Run 1, wiring heat map:
15 x 15 tiles, from dark purple (low) to yellow (high), scaled to the fullest tile. Values are wire area over tile area, all layers added.
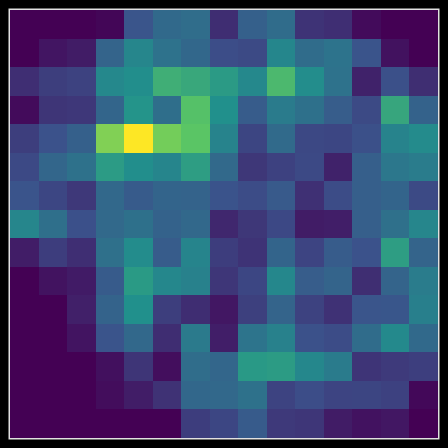
Run 1, routed metal, one color a layer:
Only two layers are drawn.
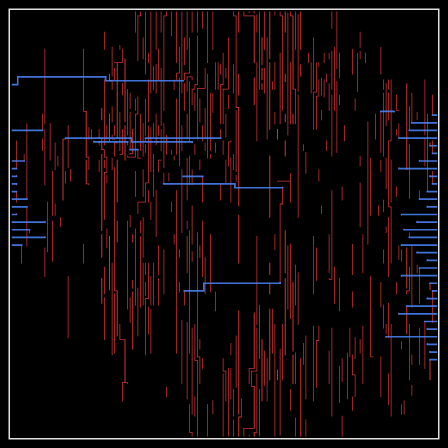
Run 1, register map, names as in the netlist:
The bar under the picture is 20 um long. Other sequential cells in the stronger gray, the rest of the logic in the fainter gray.
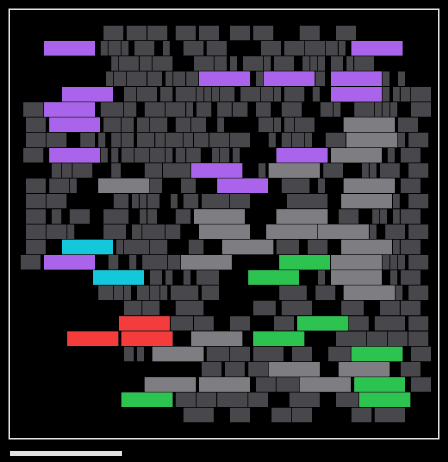
### src/rtl/ppu_vram_arbiter.sv
// Two-channel PPU VRAM arbiter: render/CPU fairness, PPU-to-physical address translation, fixed-latency memory port.
// Optional CPU $2007 read buffer is enabled by defining PPU_READ_BUFFER_EN.
module ppu_vram_arbiter #(
  parameter int MEM_LAT = 1,
  parameter int DATA_W  = 8,
  parameter int PHYS_W  = 14
) (
  input  logic              clk,
  input  logic              rst_n,
  input  logic [1:0]        mirror_mode,
  input  logic              rnd_req,
  input  logic [15:0]       rnd_addr,
  input  logic              cpu_req,
  input  logic [15:0]       cpu_addr,
  input  logic              cpu_we,
  input  logic [DATA_W-1:0] cpu_wdata,
  output logic              rnd_ack,
  output logic              cpu_ack,
  output logic              rnd_rvalid,
  output logic              cpu_rvalid,
  output logic [DATA_W-1:0] rnd_rdata,
  output logic [DATA_W-1:0] cpu_rdata,
  output logic              mem_en,
  output logic              mem_we,
  output logic [PHYS_W-1:0] mem_addr,
  output logic [DATA_W-1:0] mem_wdata,
  input  logic [DATA_W-1:0] mem_rdata
);

  typedef enum logic [1:0] {IDLE, ACCESS, WAIT, RESP} state_t;

  state_t     r_state;
  logic [2:0] r_lat_cnt;
  logic       r_cpu_prio;
  logic       r_chan;
  logic       r_we;
`ifdef PPU_READ_BUFFER_EN
  logic              r_pal;
  logic [DATA_W-1:0] r_buf;
`endif

  logic        w_grant_cpu;
  logic [13:0] w_a;
  logic [13:0] w_phys;
  logic [3:0]  w_unused_hi;

  // PPU address (already folded to 14 bits) to physical VRAM address
  function automatic logic [13:0] f_translate(input logic [13:0] a, input logic [1:0] mode);
    logic       bank;
    logic [4:0] p;
    bank = 1'b0;
    p    = a[4:0];
    if (a < 14'h2000) return a;
    if (a < 14'h3F00) begin
      case (mode)
        2'd0:    bank = a[11];
        2'd1:    bank = a[10];
        2'd2:    bank = 1'b0;
        default: bank = 1'b1;
      endcase
      return {1'b1, 2'b00, bank, a[9:0]};
    end
    if (p[1:0] == 2'b00) p[4] = 1'b0;
    return {9'h1F8, p};
  endfunction

  // CPU only wins a contested grant after it lost the previous one
  assign w_grant_cpu = cpu_req && (!rnd_req || r_cpu_prio);
  assign w_a         = w_grant_cpu ? cpu_addr[13:0] : rnd_addr[13:0];
  assign w_phys      = f_translate(w_a, mirror_mode);
  assign w_unused_hi = {rnd_addr[15:14], cpu_addr[15:14]};

  always_ff @(posedge clk or negedge rst_n) begin
    if (!rst_n) begin
      r_state    <= IDLE;
      r_lat_cnt  <= 3'd0;
      r_cpu_prio <= 1'b0;
      r_chan     <= 1'b0;
      r_we       <= 1'b0;
      rnd_ack    <= 1'b0;
      cpu_ack    <= 1'b0;
      rnd_rvalid <= 1'b0;
      cpu_rvalid <= 1'b0;
      rnd_rdata  <= '0;
      cpu_rdata  <= '0;
      mem_en     <= 1'b0;
      mem_we     <= 1'b0;
      mem_addr   <= '0;
      mem_wdata  <= '0;
`ifdef PPU_READ_BUFFER_EN
      r_pal      <= 1'b0;
      r_buf      <= '0;
`endif
    end else begin
      rnd_ack    <= 1'b0;
      cpu_ack    <= 1'b0;
      rnd_rvalid <= 1'b0;
      cpu_rvalid <= 1'b0;
      mem_en     <= 1'b0;
      mem_we     <= 1'b0;
      case (r_state)
        IDLE: begin
          if (rnd_req || cpu_req) begin
            r_state    <= ACCESS;
            r_chan     <= w_grant_cpu;
            r_we       <= w_grant_cpu && cpu_we;
            r_cpu_prio <= !w_grant_cpu && cpu_req;
            rnd_ack    <= !w_grant_cpu;
            cpu_ack    <= w_grant_cpu;
            mem_en     <= 1'b1;
            mem_we     <= w_grant_cpu && cpu_we;
            mem_addr   <= PHYS_W'(w_phys);
            mem_wdata  <= cpu_wdata;
`ifdef PPU_READ_BUFFER_EN
            r_pal      <= (w_a >= 14'h3F00);
`endif
          end
        end
        ACCESS: begin
          r_state   <= WAIT;
          r_lat_cnt <= 3'd1;
        end
        WAIT: begin
          if (r_lat_cnt == 3'(MEM_LAT)) begin
            r_state   <= RESP;
            r_lat_cnt <= 3'd0;
            if (r_chan) begin
              cpu_rvalid <= 1'b1;
              if (!r_we) begin
`ifdef PPU_READ_BUFFER_EN
                if (r_pal) begin
                  cpu_rdata <= mem_rdata;
                end else begin
                  cpu_rdata <= r_buf;
                  r_buf     <= mem_rdata;
                end
`else
                cpu_rdata <= mem_rdata;
`endif
              end
            end else begin
              rnd_rvalid <= 1'b1;
              rnd_rdata  <= mem_rdata;
            end
          end else begin
            r_lat_cnt <= r_lat_cnt + 3'd1;
          end
        end
        RESP: begin
          r_state <= IDLE;
        end
      endcase
    end
  end

endmodule
### config.mk
export PLATFORM = sky130hd
export DESIGN_NAME = ppu_vram_arbiter
export DESIGN_NICKNAME = d
export VERILOG_FILES = /design/src/rtl/ppu_vram_arbiter.sv
export SDC_FILE = /design/constraint.sdc
export NUM_CORES = 1
export LEC_CHECK = 0
export CORE_UTILIZATION = 42
export CTS_CLUSTER_DIAMETER = 200
export DETAILED_ROUTE_END_ITERATION = 8
export MAX_ROUTING_LAYER = met4
export PLACE_DENSITY = 0.88
export SYNTH_ARGS = -nofsm -noshare
export SYNTH_HDL_FRONTEND = slang
export SYNTH_SLANG_ARGS = --single-unit
### constraint.sdc
create_clock -name clk -period 2 [get_ports clk]
set_input_delay 0.4 -clock clk [delete_from_list [all_inputs] [get_ports clk]]
set_output_delay 0.4 -clock clk [all_outputs]
set_load 0.03 [all_outputs]
==> results_dict.tcl, run 1 <==
# flow metrics
set metrics [dict create \
    crit_path_max_fanout 2 \
    stdcell_area_mm2 0.00349 \
    synth_cell_types 41 \
    crit_chain "clkdlybuf4s50_1" \
    cp-start-kind "register" \
    setup_violations 0 \
    grt_overflow 0 \
    cts_tree "built" \
    pg_seq_w 0.00179 \
    synthCells 214 \
    placedCellCount 382 \
    yosys-top-cells-count "52 x dfrtp_1, 51 x nand2_1, 13 x nor2_1, 11 x a31oi_1, 10 x mux2_2" \
    cp_data_required_time_ns 1.60 \
    seq_share_pct 37.3 \
    yosys.stat.seqShare_pct 56.3 \
    critPathCapture "cpu_rdata[5]" \
    hp-class "primary input to asynchronous set/reset pin" \
    slew_viol_final 0 \
    leakagePower_nw 1.55 \
    crit_path_start "cpu_rdata[5]" \
    num-nonclk-buffers 106 \
    die_h_um 76.2 \
    cpPeakStageDelay_ns 0.68 \
    grt_antenna_before_repair 0 \
    clockBufferCount 6 \
    fin_crit_ns 1.76 \
    post-cts-setup-buffer-count 0 \
    critical_path_depth 1 \
    rr_endpoint "rnd_rdata[0]" \
    p_per_area_mw_per_mm2 1550 \
    drt-met1-wl_um 2380 \
    max_clock_freq_mhz 567 \
    dr_wl_met2_um 2810 \
    timing.final.crit_share_pct 88.2 \
    via_per_inst 5.06 \
    ys_sh_simple_pct 18.2 \
    largest_area_cell "dfrtp_1" \
    finalWorstSetupSlack_ns 0.237 \
    p_total_w 0.00542 \
    grtUsageMet3_pct 3.95 \
    slowest_stage "clkdlybuf4s50_1" \
    dp_hpwl_um 4160 \
    gr-usage-all-layers_pct 20.8 \
    slew_headroom_pct 65.1 \
    num_rows 26 \
    tightest_slew_ns 0.523 \
    combPwrFrac_pct 55.6 \
    cts_resized 0 \
    topCellsByArea "dfrtp_1 56%, nand2_1 8.3%, mux2_4 5.2%" \
    rr_worst_depth 5 \
    reg2reg_from "r_state[0]" \
    avgRoutedWirePerCell_um 14.0 \
    syn2layout_area_growth_pct 51.0 \
    final_layout_top_logic_cells "93 x clkdlybuf4s50_1, 52 x dfrtp_1, 51 x nand2_1, 13 x nor2_1" \
    bufAreaShareNonClock_pct 29.8 \
    final_core_util_pct 67.0 \
    crit_buf_inv 1 \
    p_int_w 0.00318 \
    clock_sinks 52 \
    ios 99 \
    tool_warnings 31 \
    yosysChipArea_mm2 0.00231 \
    highest_layer "met4" \
    numSynthFlops 52 \
    grt_use_met2_pct 34.6 \
    fillers 417 \
    ys_sh_adder_pct 1.08 \
    p_clk_share_pct 11.4 \
    inv_count 5 \
    xor_share_pct 0 \
    die_x_um 76.2 \
    drt_iter0_drc 118 \
    cts.path.max_buffers 2 \
    wl_met3_um 263 \
    comb_share_pct 27.1 \
    final_nets 376 \
    clk_latency_ns 0.30 \
    met1_usage_pct 26.8 \
    comb.multi_input.count 149 \
    rrSetupSlack_ns 0.35 \
    initCoreUtil_pct 44.4 \
    final-hold-violation-count 0 \
    dpl-instance-area_mm2 0.00339 \
    setup_tns_ns 0 \
    layout_top_cell "clkdlybuf4s50_1" \
    root_buffer "clkbuf_8" \
    clk_pin_slew_ns 0.09 \
    p_clk_w 0.000615 \
    synthMuxAreaShare_pct 11.8 \
    aoi_share_pct 9.91 \
    grt_max_degree 32 \
    dp_slack_ns 0.0643 \
    grt_pass1_vias 2007 \
    cp.arrival_ns 1.36 \
    antenna_left 0 \
    dr.pass1.iters 4 \
    cp-end-kind "output port" \
    core_mm2 0.00520 \
    clkCellAreaFrac_pct 2.76 \
    finClkSkew_ns 0.00640 \
    seq_power_share_pct 33.1 \
    grt_pass1_wl_um 9450 \
    vdd_drop_max_mv 0.937 \
    h-tree-depth 2 \
    synth.logic.top_family "simple AND/OR/NAND/NOR gates" \
    path_delay_family "buffers and inverters" \
    yosysTopAreaCellShare_pct 56.3 \
    regMostFlops "mem_addr" \
    status "finished, final reports clean" \
    maxPowerGroup "combinational cells" \
    chip_area_mm2 0.00580 \
    gp_congestion 0.871 \
    synth_top_cell_by_count "dfrtp_1" \
    drc_errors 0 \
    largest_reg_flops 14 \
    busiest_layer "met2" \
    cts_hold_buf 0 \
    fin_cells 390 \
    layout-drive-gt1-share_pct 13.8 \
    ys.flop_type "dfrtp_1" \
    ys_cells 214 \
    swShare_pct 41.3 \
    rsz0062_at_grt "false" \
    comb_area_um2 947 \
    comb-power_w 0.00301 \
    port_buffers 94 \
]
## Picture notes: 'wiring heat map'
7.6% of the tiles are over half the peak. The mean over all tiles is 0.15. 12% of the tiles are nearly empty. The densest ninth of the die: north. The fullest tile reaches 0.56. The emptiest ninth of the die: south-west.

## Picture notes: 'routed metal, one color a layer'
Red stands for met2, wire length 2810 um. Blue stands for met3, wire length 263 um.

## Picture notes: 'register map, names as in the netlist'
Red stands for `r_lat_cnt`, sequential cells 3. Green stands for `cpu_rdata`, sequential cells 8. Purple stands for `mem_addr`, sequential cells 14. Cyan stands for `r_state`, sequential cells 2.

==> run 2, diff against run 1 <==
Settings changed: GPL_ROUTABILITY_DRIVEN set to 1, PLACE_DENSITY 0.88 to 0.8.
==> run 2 against run 1 <==
Clock skew is 0.0027 ns higher. Via count is 0.30% lower. Register-to-register slack hardly changed. Worst hold slack worse by 0.048 ns. First-iteration DRC count is 25% lower. Cell count stayed put. Sequential share of layout area stayed put. Critical path type unchanged. Critical endpoint is now cpu_rdata[0].
==> results_dict.tcl, run 2 <==
# flow metrics
set metrics [dict create \
    status "finished, final reports clean" \
    p_clk_w 0.000624 \
    seq_power_share_pct 33.0 \
    maxPowerGroup "combinational cells" \
    timing.final.crit_share_pct 89.3 \
    cp.arrival_ns 1.39 \
    yosysTopAreaCellShare_pct 56.3 \
    grt_use_met2_pct 31.8 \
    fin_cells 390 \
    drc_errors 0 \
    grt_overflow 0 \
    clockBufferCount 5 \
    num_rows 26 \
    drt-met1-wl_um 2400 \
    die_h_um 76.2 \
    comb_area_um2 947 \
    seq_share_pct 37.3 \
    fin_crit_ns 1.79 \
    avgRoutedWirePerCell_um 13.5 \
    stdcell_area_mm2 0.00349 \
    topCellsByArea "dfrtp_1 56%, nand2_1 8.3%, mux2_4 5.2%" \
    p_per_area_mw_per_mm2 1550 \
    largest_reg_flops 14 \
    setup_tns_ns 0 \
    fillers 410 \
    tool_warnings 31 \
    via_per_inst 5.04 \
    die_x_um 76.2 \
    dr_wl_met2_um 2500 \
    synthCells 214 \
    rsz0062_at_grt "false" \
    initCoreUtil_pct 44.4 \
    crit_buf_inv 1 \
    critical_path_depth 1 \
    post-cts-setup-buffer-count 0 \
    comb.multi_input.count 149 \
    grt_max_degree 28 \
    clock_sinks 52 \
    grt_pass1_wl_um 9380 \
    crit_path_max_fanout 2 \
    port_buffers 94 \
    reg2reg_from "r_state[0]" \
    largest_area_cell "dfrtp_1" \
    pg_seq_w 0.00179 \
    dpl-instance-area_mm2 0.00339 \
    cts_tree "built" \
    p_clk_share_pct 11.5 \
    antenna_left 0 \
    clk_latency_ns 0.31 \
    p_total_w 0.00543 \
    grt_pass1_vias 1934 \
    wl_met3_um 322 \
    leakagePower_nw 1.54 \
    cp_data_required_time_ns 1.60 \
    ios 99 \
    root_buffer "clkbuf_8" \
    busiest_layer "met2" \
    syn2layout_area_growth_pct 51.0 \
    dp_hpwl_um 4050 \
    crit_chain "clkdlybuf4s50_1" \
    final_layout_top_logic_cells "93 x clkdlybuf4s50_1, 52 x dfrtp_1, 51 x nand2_1, 13 x nor2_1" \
    crit_path_start "cpu_rdata[0]" \
    cts_resized 0 \
    ys_sh_simple_pct 18.2 \
    layout_top_cell "clkdlybuf4s50_1" \
    rr_worst_depth 5 \
    synth.logic.top_family "simple AND/OR/NAND/NOR gates" \
    ys_sh_adder_pct 1.08 \
    comb_share_pct 27.1 \
    swShare_pct 41.5 \
    met1_usage_pct 28.3 \
    core_mm2 0.00520 \
    cts_hold_buf 0 \
    grtUsageMet3_pct 4.19 \
    highest_layer "met4" \
    yosys.stat.seqShare_pct 56.3 \
    p_int_w 0.00318 \
    hp-class "primary input to asynchronous set/reset pin" \
    tightest_slew_ns 0.465 \
    dp_slack_ns 0.0727 \
    comb-power_w 0.00301 \
    critPathCapture "cpu_rdata[0]" \
    bufAreaShareNonClock_pct 29.8 \
    slew_headroom_pct 69.0 \
    setup_violations 0 \
    num-nonclk-buffers 106 \
    rr_endpoint "cpu_rdata[5]" \
    gp_congestion 0.855 \
    final-hold-violation-count 0 \
    rrSetupSlack_ns 0.35 \
    clk_pin_slew_ns 0.10 \
    clkCellAreaFrac_pct 2.76 \
    synthMuxAreaShare_pct 11.8 \
    inv_count 5 \
    grt_antenna_before_repair 0 \
    slowest_stage "clkdlybuf4s50_1" \
    ys.flop_type "dfrtp_1" \
    h-tree-depth 2 \
]
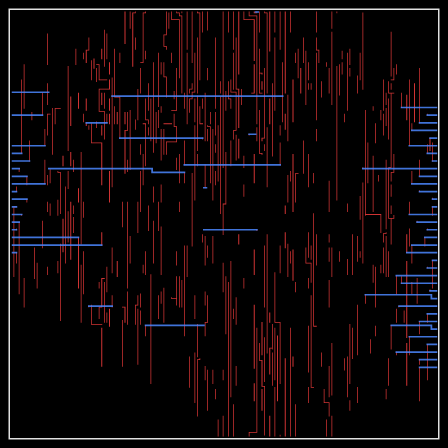
Run 2: routed metal, one color a layer
Only two layers are drawn.
Red stands for met2, wire length 2500 um. Blue stands for met3, wire length 323 um.

==> run 3, diff against run 2 <==
Settings changed: ABC_AREA set to 1, CORE_UTILIZATION 42 to 43.
==> run 3 against run 2 <==
Sequential power is essentially flat. Design area grew 0.86%. Area after synthesis grew 4.3%. Critical endpoint is now mem_addr[0].
==> results_dict.tcl, run 3 <==
# flow metrics
set metrics [dict create \
    cp.arrival_ns 1.35 \
    ios 99 \
    crit_path_start "mem_addr[0]" \
    clk_pin_slew_ns 0.09 \
    inv_count 32 \
    rsz0062_at_grt "false" \
    largest_area_cell "dfrtp_1" \
    p_total_w 0.00553 \
    cts_tree "built" \
    swShare_pct 43.6 \
    syn_avg_cell_area_um2 9.03 \
    comb_share_pct 26.2 \
    h-tree-depth 2 \
    synth_top_cell_by_count "nand2_1" \
    seq_power_share_pct 32.6 \
    regMostFlops "mem_addr" \
    dpl-instance-area_mm2 0.00342 \
    status "finished, final reports clean" \
    synth_cell_types 29 \
    timing.final.crit_share_pct 87.7 \
    comb-power_w 0.00310 \
    fillers 427 \
    dp_hpwl_um 3990 \
    port_buffers 94 \
    final_core_util_pct 67.2 \
    avgRoutedWirePerCell_um 12.0 \
    seq_share_pct 37.0 \
    syn2layout_area_growth_pct 46.1 \
    reg2reg_from "r_cpu_prio" \
    crit_path_max_fanout 2 \
    slowest_stage "clkdlybuf4s50_1" \
    hp-class "primary input to asynchronous set/reset pin" \
    rr_worst_depth 10 \
    cpPeakStageDelay_ns 0.69 \
    grt_overflow 0 \
    initCoreUtil_pct 46.0 \
    drc_errors 0 \
    cts_resized 0 \
    layout_top_cell "clkdlybuf4s50_1" \
    antenna_left 0 \
    leakagePower_nw 1.70 \
    highest_layer "met4" \
    ys_sh_adder_pct 1.04 \
    clkCellAreaFrac_pct 2.74 \
    p_int_w 0.00312 \
    die_x_um 76.9 \
    drv_cap 0 \
    crit_chain "clkdlybuf4s50_1" \
    p_clk_w 0.000621 \
    numSynthFlops 52 \
    synth.logic.top_family "simple AND/OR/NAND/NOR gates" \
    crit_buf_inv 1 \
    grt_pass1_wl_um 8910 \
    finClkSkew_ns 0.00443 \
    num_rows 26 \
    grt_antenna_before_repair 0 \
    layout-drive-gt1-share_pct 13.1 \
    setup_tns_ns 0 \
    dr_wl_met2_um 2560 \
    yosysWarnings 0 \
    grt_pass1_vias 1962 \
    critPathCapture "mem_addr[0]" \
    p_clk_share_pct 11.2 \
    post-cts-setup-buffer-count 0 \
    via_per_inst 4.60 \
    combPwrFrac_pct 56.2 \
    p_per_area_mw_per_mm2 1570 \
    synthCells 267 \
    chip_area_mm2 0.00591 \
    rrSetupSlack_ns 0.50 \
    drt-met1-wl_um 2330 \
    cts_hold_buf 0 \
    cp-start-kind "register" \
    flops 52 \
    area_dominant_class "flip-flops and latches" \
    critical_path_depth 1 \
    topCellsByArea "dfrtp_1 54%, nand2_1 13%, o21ai_2 5.8%" \
    bufAreaShareNonClock_pct 28.2 \
    root_buffer "clkbuf_8" \
    synthMuxAreaShare_pct 0 \
    tightest_slew_ns 0.574 \
    rr_endpoint "mem_addr[4]" \
    pg_seq_w 0.00180 \
    gp_congestion 0.830 \
    setup_violations 0 \
    busiest_layer "met2" \
    ys.flop_type "dfrtp_1" \
    stdcell_area_mm2 0.00352 \
    numCtsBuffers 5 \
    path_delay_family "buffers and inverters" \
    core_mm2 0.00524 \
    tool_warnings 31 \
    grt_max_degree 30 \
    final_layout_top_logic_cells "93 x clkdlybuf4s50_1, 85 x nand2_1, 52 x dfrtp_1, 29 x inv_1, 17 x nor2_1" \
    clock_sinks 52 \
    xor_share_pct 0.363 \
    clk_latency_ns 0.29 \
    yosys.stat.seqShare_pct 54.0 \
    dp_slack_ns 0.0124 \
    ys_sh_simple_pct 25.8 \
    slew_headroom_pct 61.7 \
    final-hold-violation-count 0 \
    num-nonclk-buffers 100 \
    largest_reg_flops 14 \
    fin_cells 436 \
    comb.multi_input.count 175 \
    cp_data_required_time_ns 1.60 \
    fin_crit_ns 1.75 \
    path_class "register to output port" \
    maxPowerGroup "combinational cells" \
    comb_area_um2 921 \
    yosysTopAreaCellShare_pct 54.0 \
    grt_use_met2_pct 31.8 \
    clockBufferCount 7 \
    met1_usage_pct 24.9 \
    final_nets 423 \
    syn_nets 324 \
    die_h_um 76.9 \
    grtUsageMet3_pct 4.29 \
    wl_met3_um 301 \
]
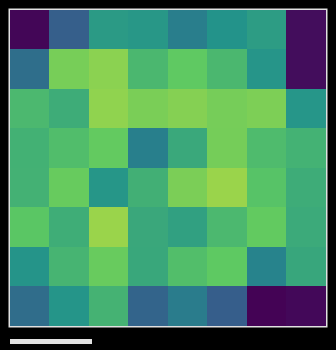
Run 3: cell area per tile
The bar under the picture is 20 um long. 8 x 8 tiles, from dark purple (low) to yellow (high), 0 to 100% covered.
The mean over all tiles is 58%. The fullest tile reaches 85%. 25% of the tiles are over 75% full.


==> notes/layouts.md <==
Pictures saved along the way, in no particular order.

Clock wiring as the flow saved it.
(a)
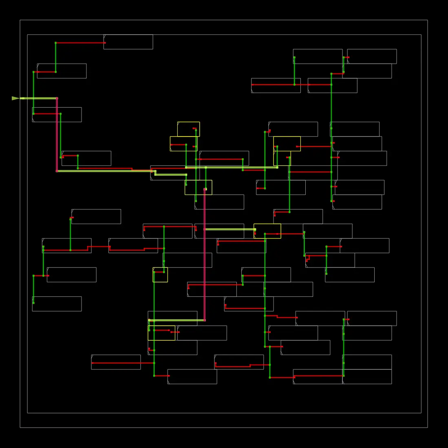
(b)
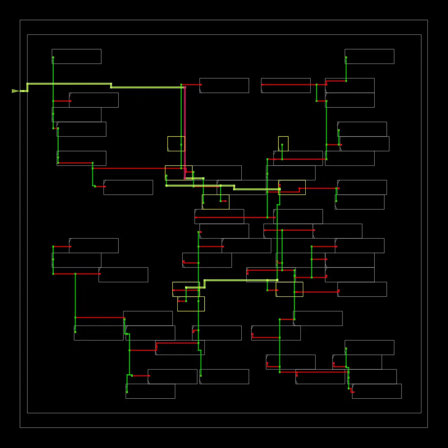
(c)
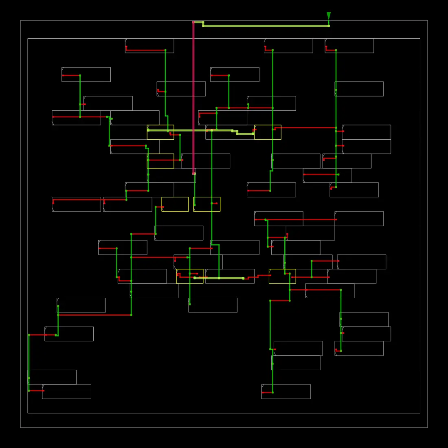
(c): run 3
(a): run 2
(b): run 1

Power is estimated from default activity; no workload was simulated.
